Figure 1. Placed cells, one color a class (run 1).
(6 px per um) Fill, decap, tap and diode cells in gray.
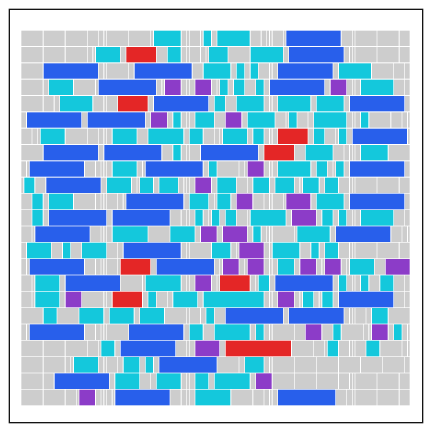
Figure 2. M3 wires (run 1).
(6 px per um)
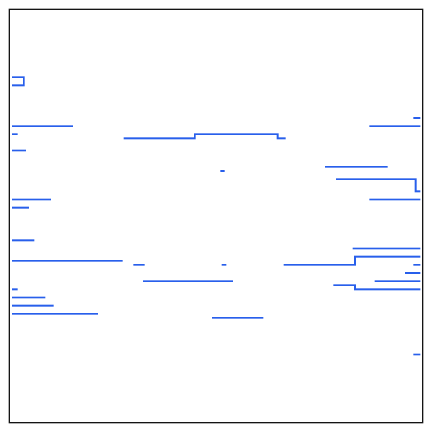
Figure 3. Drive-strength map (run 1).
(6 px per um)
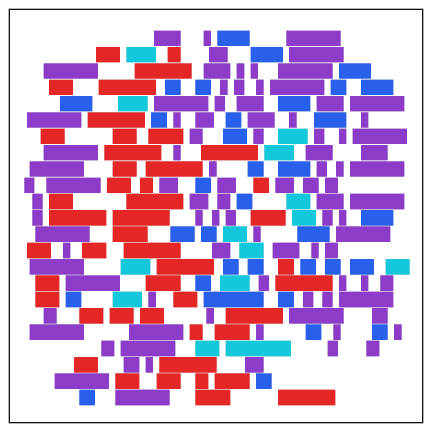
Figure 4. Gate-type map (run 1).
(6 px per um)
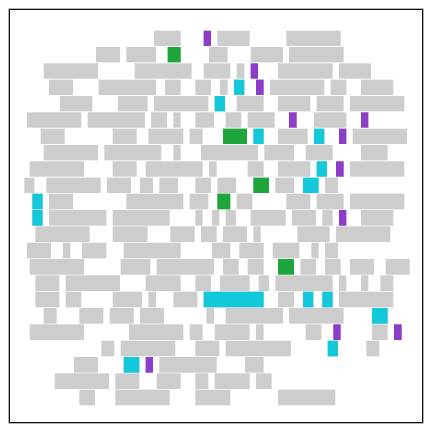
$ cat config.mk
export PLATFORM = sky130hd
export DESIGN_NAME = pwm_sequencer_flat
export DESIGN_NICKNAME = d
export VERILOG_FILES = /design/src/rtl/pwm_sequencer_if.sv /design/src/rtl/pwm_sequencer.sv /design/src/flat_wrapper.sv
export SDC_FILE = /design/constraint.sdc
export NUM_CORES = 1
export LEC_CHECK = 0
export ABC_CLOCK_PERIOD_IN_PS = 2000
export CAP_MARGIN = 15
export CELL_PAD_IN_SITES_DETAIL_PLACEMENT = 1
export CELL_PAD_IN_SITES_GLOBAL_PLACEMENT = 1
export CORE_MARGIN = 1.5
export CORE_UTILIZATION = 45
export DETAILED_ROUTE_END_ITERATION = 8
export DONT_BUFFER_PORTS = 1
export HOLD_SLACK_MARGIN = 0.08
export MAX_ROUTING_LAYER = met4
export PLACE_DENSITY = 0.8
export SYNTH_ARGS = -nofsm -noshare
export SYNTH_HDL_FRONTEND = slang
export SYNTH_SLANG_ARGS = --single-unit
$ cat constraint.sdc
create_clock -name clk -period 2 [get_ports clk]
set_input_delay 0.4 -clock clk [delete_from_list [all_inputs] [get_ports clk]]
set_output_delay 0.4 -clock clk [all_outputs]
set_load 0.03 [all_outputs]
$ cat src/rtl/pwm_sequencer_if.sv
// Configuration handshake bundle for pwm_sequencer.
//   cfg_valid  : new configuration offered (master -> slave)
//   cfg_ready  : configuration slot free (slave -> master)
//   cfg_period : requested carrier terminal count
//   cfg_sel    : requested waveform select
interface pwm_sequencer_if #(
  parameter int unsigned W = 8
);
  logic         cfg_valid;
  logic         cfg_ready;
  logic [W-1:0] cfg_period;
  logic [1:0]   cfg_sel;

  modport master (
    output cfg_valid,
    output cfg_period,
    output cfg_sel,
    input  cfg_ready
  );

  modport slave (
    input  cfg_valid,
    input  cfg_period,
    input  cfg_sel,
    output cfg_ready
  );
endinterface

$ cat src/rtl/pwm_sequencer.sv
// Sawtooth-carrier PWM sequencer with shadowed period/select configuration.
// Ports:
//   clk, rst  : clock, asynchronous active-high reset
//   en        : run request (level)
//   cfg       : configuration handshake (pwm_sequencer_if.slave)
//   ref_in    : reference sample, latched on wrap and on start
//   carrier   : sawtooth carrier value
//   sel_out   : active waveform select
//   wrap      : one-cycle pulse at carrier terminal count
//   pwm_out   : registered comparator result (carrier <= latched ref)
//   busy      : high while running or stopping
module pwm_sequencer #(
  parameter int unsigned W          = 8,
  parameter int unsigned RST_PERIOD = 255
) (
  input  logic                clk,
  input  logic                rst,
  input  logic                en,
  pwm_sequencer_if.slave      cfg,
  input  logic [W-1:0]        ref_in,
  output logic [W-1:0]        carrier,
  output logic [1:0]          sel_out,
  output logic                wrap,
  output logic                pwm_out,
  output logic                busy
);

  localparam logic [1:0] StIdle = 2'd0;
  localparam logic [1:0] StRun  = 2'd1;
  localparam logic [1:0] StStop = 2'd2;

  localparam logic [W-1:0] RstPeriod = W'(RST_PERIOD);
  localparam logic [W-1:0] MinPeriod = W'(1);

  logic [1:0]   state_q, state_d;
  logic [W-1:0] carrier_q, carrier_d;
  logic [W-1:0] per_q, per_d;
  logic [1:0]   sel_q, sel_d;
  logic [W-1:0] pend_per_q, pend_per_d;
  logic [1:0]   pend_sel_q, pend_sel_d;
  logic         pend_vld_q, pend_vld_d;
  logic [W-1:0] ref_q, ref_d;
  logic         pwm_q, pwm_d;

  logic running;
  logic wrap_now;
  logic accept;

  assign running       = (state_q != StIdle);
  assign wrap_now      = running && (carrier_q == per_q);
  assign accept        = cfg.cfg_valid && !pend_vld_q;

  assign cfg.cfg_ready = !pend_vld_q;
  assign carrier       = carrier_q;
  assign sel_out       = sel_q;
  assign wrap          = wrap_now;
  assign pwm_out       = pwm_q;
  assign busy          = running;

  always_comb begin
    state_d = state_q;
    unique case (state_q)
      StIdle:  if (en) state_d = StRun;
      StRun:   if (!en) state_d = StStop;
      StStop: begin
        if (en)            state_d = StRun;
        else if (wrap_now) state_d = StIdle;
      end
      default: state_d = StIdle;
    endcase
  end

  always_comb begin
    carrier_d  = '0;
    ref_d      = ref_q;
    per_d      = per_q;
    sel_d      = sel_q;
    pend_per_d = pend_per_q;
    pend_sel_d = pend_sel_q;
    pend_vld_d = pend_vld_q;

    if (running && !wrap_now) carrier_d = carrier_q + MinPeriod;

    // Reference is sampled once per period so mid-period changes are invisible.
    if (wrap_now || (!running && en)) ref_d = ref_in;

    // Only a cfg already pending before this cycle can be applied; a cfg accepted
    // on a wrap cycle waits for the next wrap.
    if (pend_vld_q && (wrap_now || !running)) begin
      per_d      = pend_per_q;
      sel_d      = pend_sel_q;
      pend_vld_d = 1'b0;
    end

    if (accept) begin
      pend_per_d = (cfg.cfg_period == '0) ? MinPeriod : cfg.cfg_period;
      pend_sel_d = cfg.cfg_sel;
      pend_vld_d = 1'b1;
    end

    // Output 0 when either the sampled or the following cycle is idle.
    pwm_d = running && (state_d != StIdle) && (carrier_q <= ref_q);
  end

  always_ff @(posedge clk or posedge rst) begin
    if (rst) begin
      state_q    <= StIdle;
      carrier_q  <= '0;
      per_q      <= RstPeriod;
      sel_q      <= 2'd0;
      pend_per_q <= '0;
      pend_sel_q <= 2'd0;
      pend_vld_q <= 1'b0;
      ref_q      <= '0;
      pwm_q      <= 1'b0;
    end else begin
      state_q    <= state_d;
      carrier_q  <= carrier_d;
      per_q      <= per_d;
      sel_q      <= sel_d;
      pend_per_q <= pend_per_d;
      pend_sel_q <= pend_sel_d;
      pend_vld_q <= pend_vld_d;
      ref_q      <= ref_d;
      pwm_q      <= pwm_d;
    end
  end

endmodule

$ cat src/flat_wrapper.sv
// flat-port wrapper written by rule: the top's interface ports become plain ports
module pwm_sequencer_flat 
#(
  parameter int unsigned W          = 8,
  parameter int unsigned RST_PERIOD = 255
)
  (clk, rst, en, ref_in, carrier, sel_out, wrap, pwm_out, busy, cfg_cfg_valid, cfg_cfg_period, cfg_cfg_sel, cfg_cfg_ready);
  pwm_sequencer_if #(.W(W)) cfg_i ();
  input  logic clk;
  input  logic rst;
  input  logic en;
  input  logic [W-1:0] ref_in;
  output logic [W-1:0] carrier;
  output logic [1:0] sel_out;
  output logic wrap;
  output logic pwm_out;
  output logic busy;
  input wire logic [$bits(cfg_i.cfg_valid)-1:0] cfg_cfg_valid;
  input wire logic [$bits(cfg_i.cfg_period)-1:0] cfg_cfg_period;
  input wire logic [$bits(cfg_i.cfg_sel)-1:0] cfg_cfg_sel;
  output wire logic [$bits(cfg_i.cfg_ready)-1:0] cfg_cfg_ready;
  assign cfg_i.cfg_valid = cfg_cfg_valid;
  assign cfg_i.cfg_period = cfg_cfg_period;
  assign cfg_i.cfg_sel = cfg_cfg_sel;
  assign cfg_cfg_ready = cfg_i.cfg_ready;
  pwm_sequencer #(.W(W), .RST_PERIOD(RST_PERIOD)) u_core (.clk(clk), .rst(rst), .en(en), .cfg(cfg_i), .ref_in(ref_in), .carrier(carrier), .sel_out(sel_out), .wrap(wrap), .pwm_out(pwm_out), .busy(busy));
endmodule
==> impl_metrics.yaml, run 1 <==
# yosys + openroad results
global_routing:
  grt_util_all_layers_pct: 21.9
timing:
  setup_viol: 27
  final_hold_viol_count: 0
  layout_setup_ws_ns: -0.395
  clock-skew-final_ns: 0.00838
logic_synthesis:
  netlist_top_cells_count: "dfrtp_1, mux2_2, inv_1, nor2_1"
  area_share_of_the_leading_cell_type_in_the_synthesized_netlist_pct: 41.3
  synth_chip_area_um2: 1940
  synth.avg_cell_area_um2: 12.6
  synth.cellmix.compoundShare_pct: 6.00
  mapped_nets: 185
power_and_ir_drop:
  seq_power_share_pct: 42.0
  vdd.ir_drop.worst_v: 0.000723
  p_comb_share_pct: 36.3
  powerClk_mw: 0.721
  power.sequential.total_mw: 1.40
setup_path:
  critical_path_arrival_ns: 1.99
  worstSetupStartpoint: "u_core.per_q[1]"
  r2r_start: "u_core.per_q[1]"
final_layout:
  final_layout_top_logic_cells: "dfrtp_1, buf_4, mux2_2"
clocking:
  worst_skew_pair.late_latency_ns: 0.29
  numClockSinks: 40
outcome:
  violated_checks: "negative setup slack"
  outcome: "complete, but fails checks"
routing:
  route.detailed.drc: 0
Notes on Figure 1 above:
Purple is remaining buffers and delay cells, cells 26, share of their area 9.2%. Cyan is remaining logic cells, cells 113, share of their area 42%. Red is clock drivers and dummy loads, cells 8, share of their area 5.4%. Blue is sequential cells, cells 40, share of their area 43%.
CORE AREA: 4060 um2
flip-flop and latch share of the layout cell area: 42.2%
standard-cell row count: 23
summed area of non-filler cells in the final layout: 2420 um2

Notes on Figure 2 above:
The layer carries 232 um of wire. The longest straight run is 18.2 um. The layer holds 4.8% of the routed length.
drt total wl: 4.87 mm
fraction of met3 tracks used by global routing: 5.68%
via count: 1321

Notes on Figure 3 above:
Red is x2, cells 46, most used mux2_2. Blue is x3 and x4, cells 34, most used buf_4. Purple is x1 and smaller, cells 93, most used dfrtp_1. Cyan is x6 and larger, cells 14, most used clkbuf_8.
buffer count excluding the clock tree in the final layout: 26
layout overhead on the synthesized area: 24.6%
setup ws final: -0.395 ns

Notes on Figure 4 above:
Green is and/or cells, cells 5. Cyan is aoi and oai cells, cells 14. Purple is inv cells, cells 11.
non-filler instance count after layout: 237
most frequent logic cell in the layout: dfrtp_1
fraction of area in multi-input gates: 39.3%

## run 1: kinds of logic (layout without fill, tap and decap cells)
| group | count (synthesis) | count (layout) |
|---|---|---|
| flops | 40 | 40 |
| fa+ha+maj | 9 | 9 |
| xor+xnor | 14 | 14 |
| mux | 27 | 27 |
| simple gates | 35 | 36 |
| compound gates | 16 | 16 |
| buf+inv | 13 | 45 |
## run 1: critical path, cell delays in order, from the launching register on
cell     delay, ns
dfstp_2       0.56
xnor2_2       0.13
nand2_1       0.12
or4_4         0.55
buf_6         0.14
nor2_4        0.07
buf_6         0.13
## run 1: final cells by class
type / instances / area [um2] / area share (%)
clock inverters: 1 / 30.0 / 1.24
clock buffers: 7 / 96.3 / 3.99
well taps: 50 / 62.6 / 2.59
repair buffers: 26 / 218 / 9.01
flip-flops and latches: 40 / 1020 / 42.2
multi-input cells: 102 / 950 / 39.3
inverters: 11 / 41.3 / 1.71
## run 1: repair_timing
action,CTS,global route
setup endpoints to repair,11,20
buffers inserted,7,5
pin swaps,8,8
hold endpoints to repair,0,0
cloned,1,0
hold buffers,0,0
resized,8,9
## run 1: registers in the layout (all words and copies together) (netlist names)
name / count
u_core.pend_vld_q: 1
u_core.state_q: 2
u_core.ref_q: 8
u_core.pwm_out: 1
u_core.pend_per_q: 8
u_core.pend_sel_q: 2
u_core.sel_out: 2
u_core.per_q: 8
u_core.carrier: 8
## run 1: stage by stage
step / utilization (%) / cells / setup TNS [ns] / setup WS (ns)
after floorplan: - / 154 / -0.251 / -0.0314
after global placement: 52.8 / 219 / -0.902 / -0.106
after detailed placement: 52.8 / 219 / -1.46 / -0.173
after CTS: 57.8 / 233 / -1.29 / -0.334
after global routing: 59.6 / 237 / -6.57 / -0.440
final: 59.6 / 237 / -5.32 / -0.395
Figure 5. Routing congestion map (run 1).
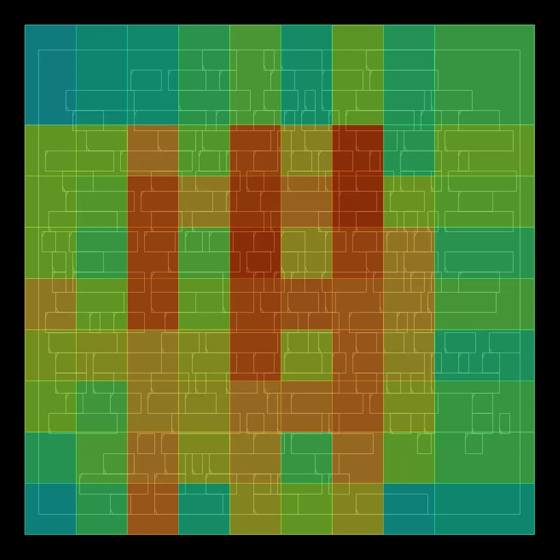

==> run 2, diff against run 1 <==
==> constraint.sdc (replaced) <==
create_clock -name clk -period 2 [get_ports clk]
set_input_delay 0.5 -clock clk [delete_from_list [all_inputs] [get_ports clk]]
set_output_delay 0.5 -clock clk [all_outputs]
set_load 0.03 [all_outputs]
Figure 6. Routing congestion map (run 2).
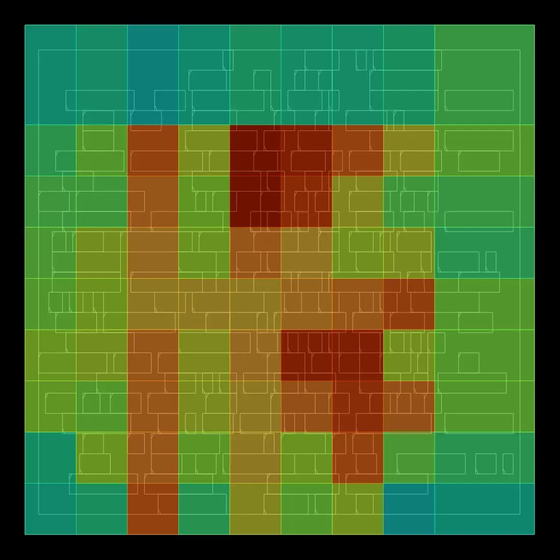
Final Core Density: 57.4%
global-route met1 utilization: 21.9%

Figure 7. Gate-type map (run 2).
(6 px per um)
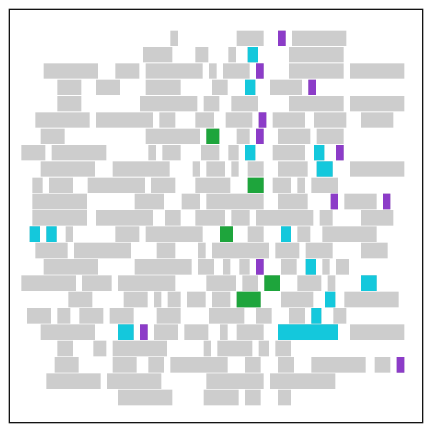
Cyan is aoi and oai cells, cells 14. Green is and/or cells, cells 5, where middle. Purple is inv cells, cells 11.
fraction of area in multi-input gates: 40.1%
non-filler instance count after layout: 230

==> run 2 against run 1 <==
Effect of this change: the run still ends with negative setup slack left; setup slack better by 0.049 ns; count of clock-buffer cells in the layout is the same; die area did not move; core utilization fell by 2.1 points; fmax is 2.1% higher; critical endpoint unchanged; global-route usage up 0.87 points; synthesized cell count did not move; clock power is 0.7% higher; cell count decreased by 3.0%.
==> impl_metrics.yaml, run 2 <==
# yosys + openroad results
outcome:
  outcome: "complete, but fails checks"
  violated_checks: "negative setup slack"
placed_design:
  preCtsSetupSlack_ns: -0.240
clocking:
  numClockSinks: 40
  worst_skew_pair.late_latency_ns: 0.29
global_routing:
  grt_util_all_layers_pct: 22.7
timing:
  layout_setup_ws_ns: -0.346
  final_hold_viol_count: 0
  setup_viol: 9
  clock-skew-final_ns: 0.00526
setup_path:
  cp_cell_sequence: "xnor2_2 -> nand2_2 -> or4_4 -> nor2_4"
  cell_with_the_largest_stage_delay_on_the_worst_path: "dfstp_2"
  critical_path.top_delay_family: "simple AND/OR/NAND/NOR gates"
power_and_ir_drop:
  p_comb_share_pct: 33.6
  powerClk_mw: 0.726
  vdd.ir_drop.worst_v: 0.000718
routing:
  route.detailed.drc: 0
  drt-total-wl_mm: 4.69
final_layout:
  logic_area_um2: 935
logic_synthesis:
  netlist_top_cells_count: "dfrtp_1, mux2_2, inv_1, nor2_1"
run 2: netlist changes by cell type in the layout (fill, tap and decap cells not counted):
cell     previous run  this run
buf_6               6         1
xnor2_1             3         5
buf_4              20        18
xnor2_2             7         5
run 2: metal layers:
metal  vias to the layer above  wire length (um)  track usage, %
met4                         0               125            11.5
met2                        41              2610            40.7
li1                        576                 -               -
met3                        11               233            6.98
met5                         -                 0               -
met1                       667              1720            21.9
run 2: final timing paths:
path	startpoint	end	slack, ns	cells past startpoint
worst min register to register	u_core.pend_sel_q[1]	u_core.pend_sel_q[1]	0.51	1
worst min-delay path	rst	u_core.ref_q[1]	0.20	2
worst max register to register	u_core.per_q[3]	u_core.ref_q[1]	-0.29	7
min in group clk	en	u_core.state_q[1]	0.26	1
worst max-delay path	u_core.per_q[3]	wrap	-0.35	4
max in group asynchronous	rst	u_core.carrier[5]	1.41	2
run 2: logic make-up (layout without fill, tap and decap cells):
| logic type | Yosys count | count (layout) | share of synthesized area [%] |
|---|---|---|---|
| flops | 40 | 40 | 52.1 |
| simple gates | 35 | 36 | 9.23 |
| mux | 27 | 27 | 17.2 |
| compound gates | 16 | 16 | 6.00 |
| xor+xnor | 14 | 14 | 6.71 |
| buf+inv | 13 | 38 | 2.90 |
| fa+ha+maj | 9 | 9 | 5.81 |
run 2: final cells by class:
| type | instances | share of cell area [%] |
|---|---|---|
| Clock buffer | 7 | 4.13 |
| Clock inverter | 1 | 1.29 |
| Inverter | 11 | 1.77 |
| Multi-Input combinational cell | 102 | 40.1 |
| Sequential cell | 40 | 43.7 |
| Tap cell | 50 | 2.68 |
| Timing Repair Buffer | 19 | 6.28 |
run 2: what timing repair did:
action,CTS,global route
gates resized,4,5
pin swaps,7,5
setup endpoints to repair,11,10
buffers inserted,4,2
cloned,1,0
No activity file was given, so power comes from the tool's default toggle rates.
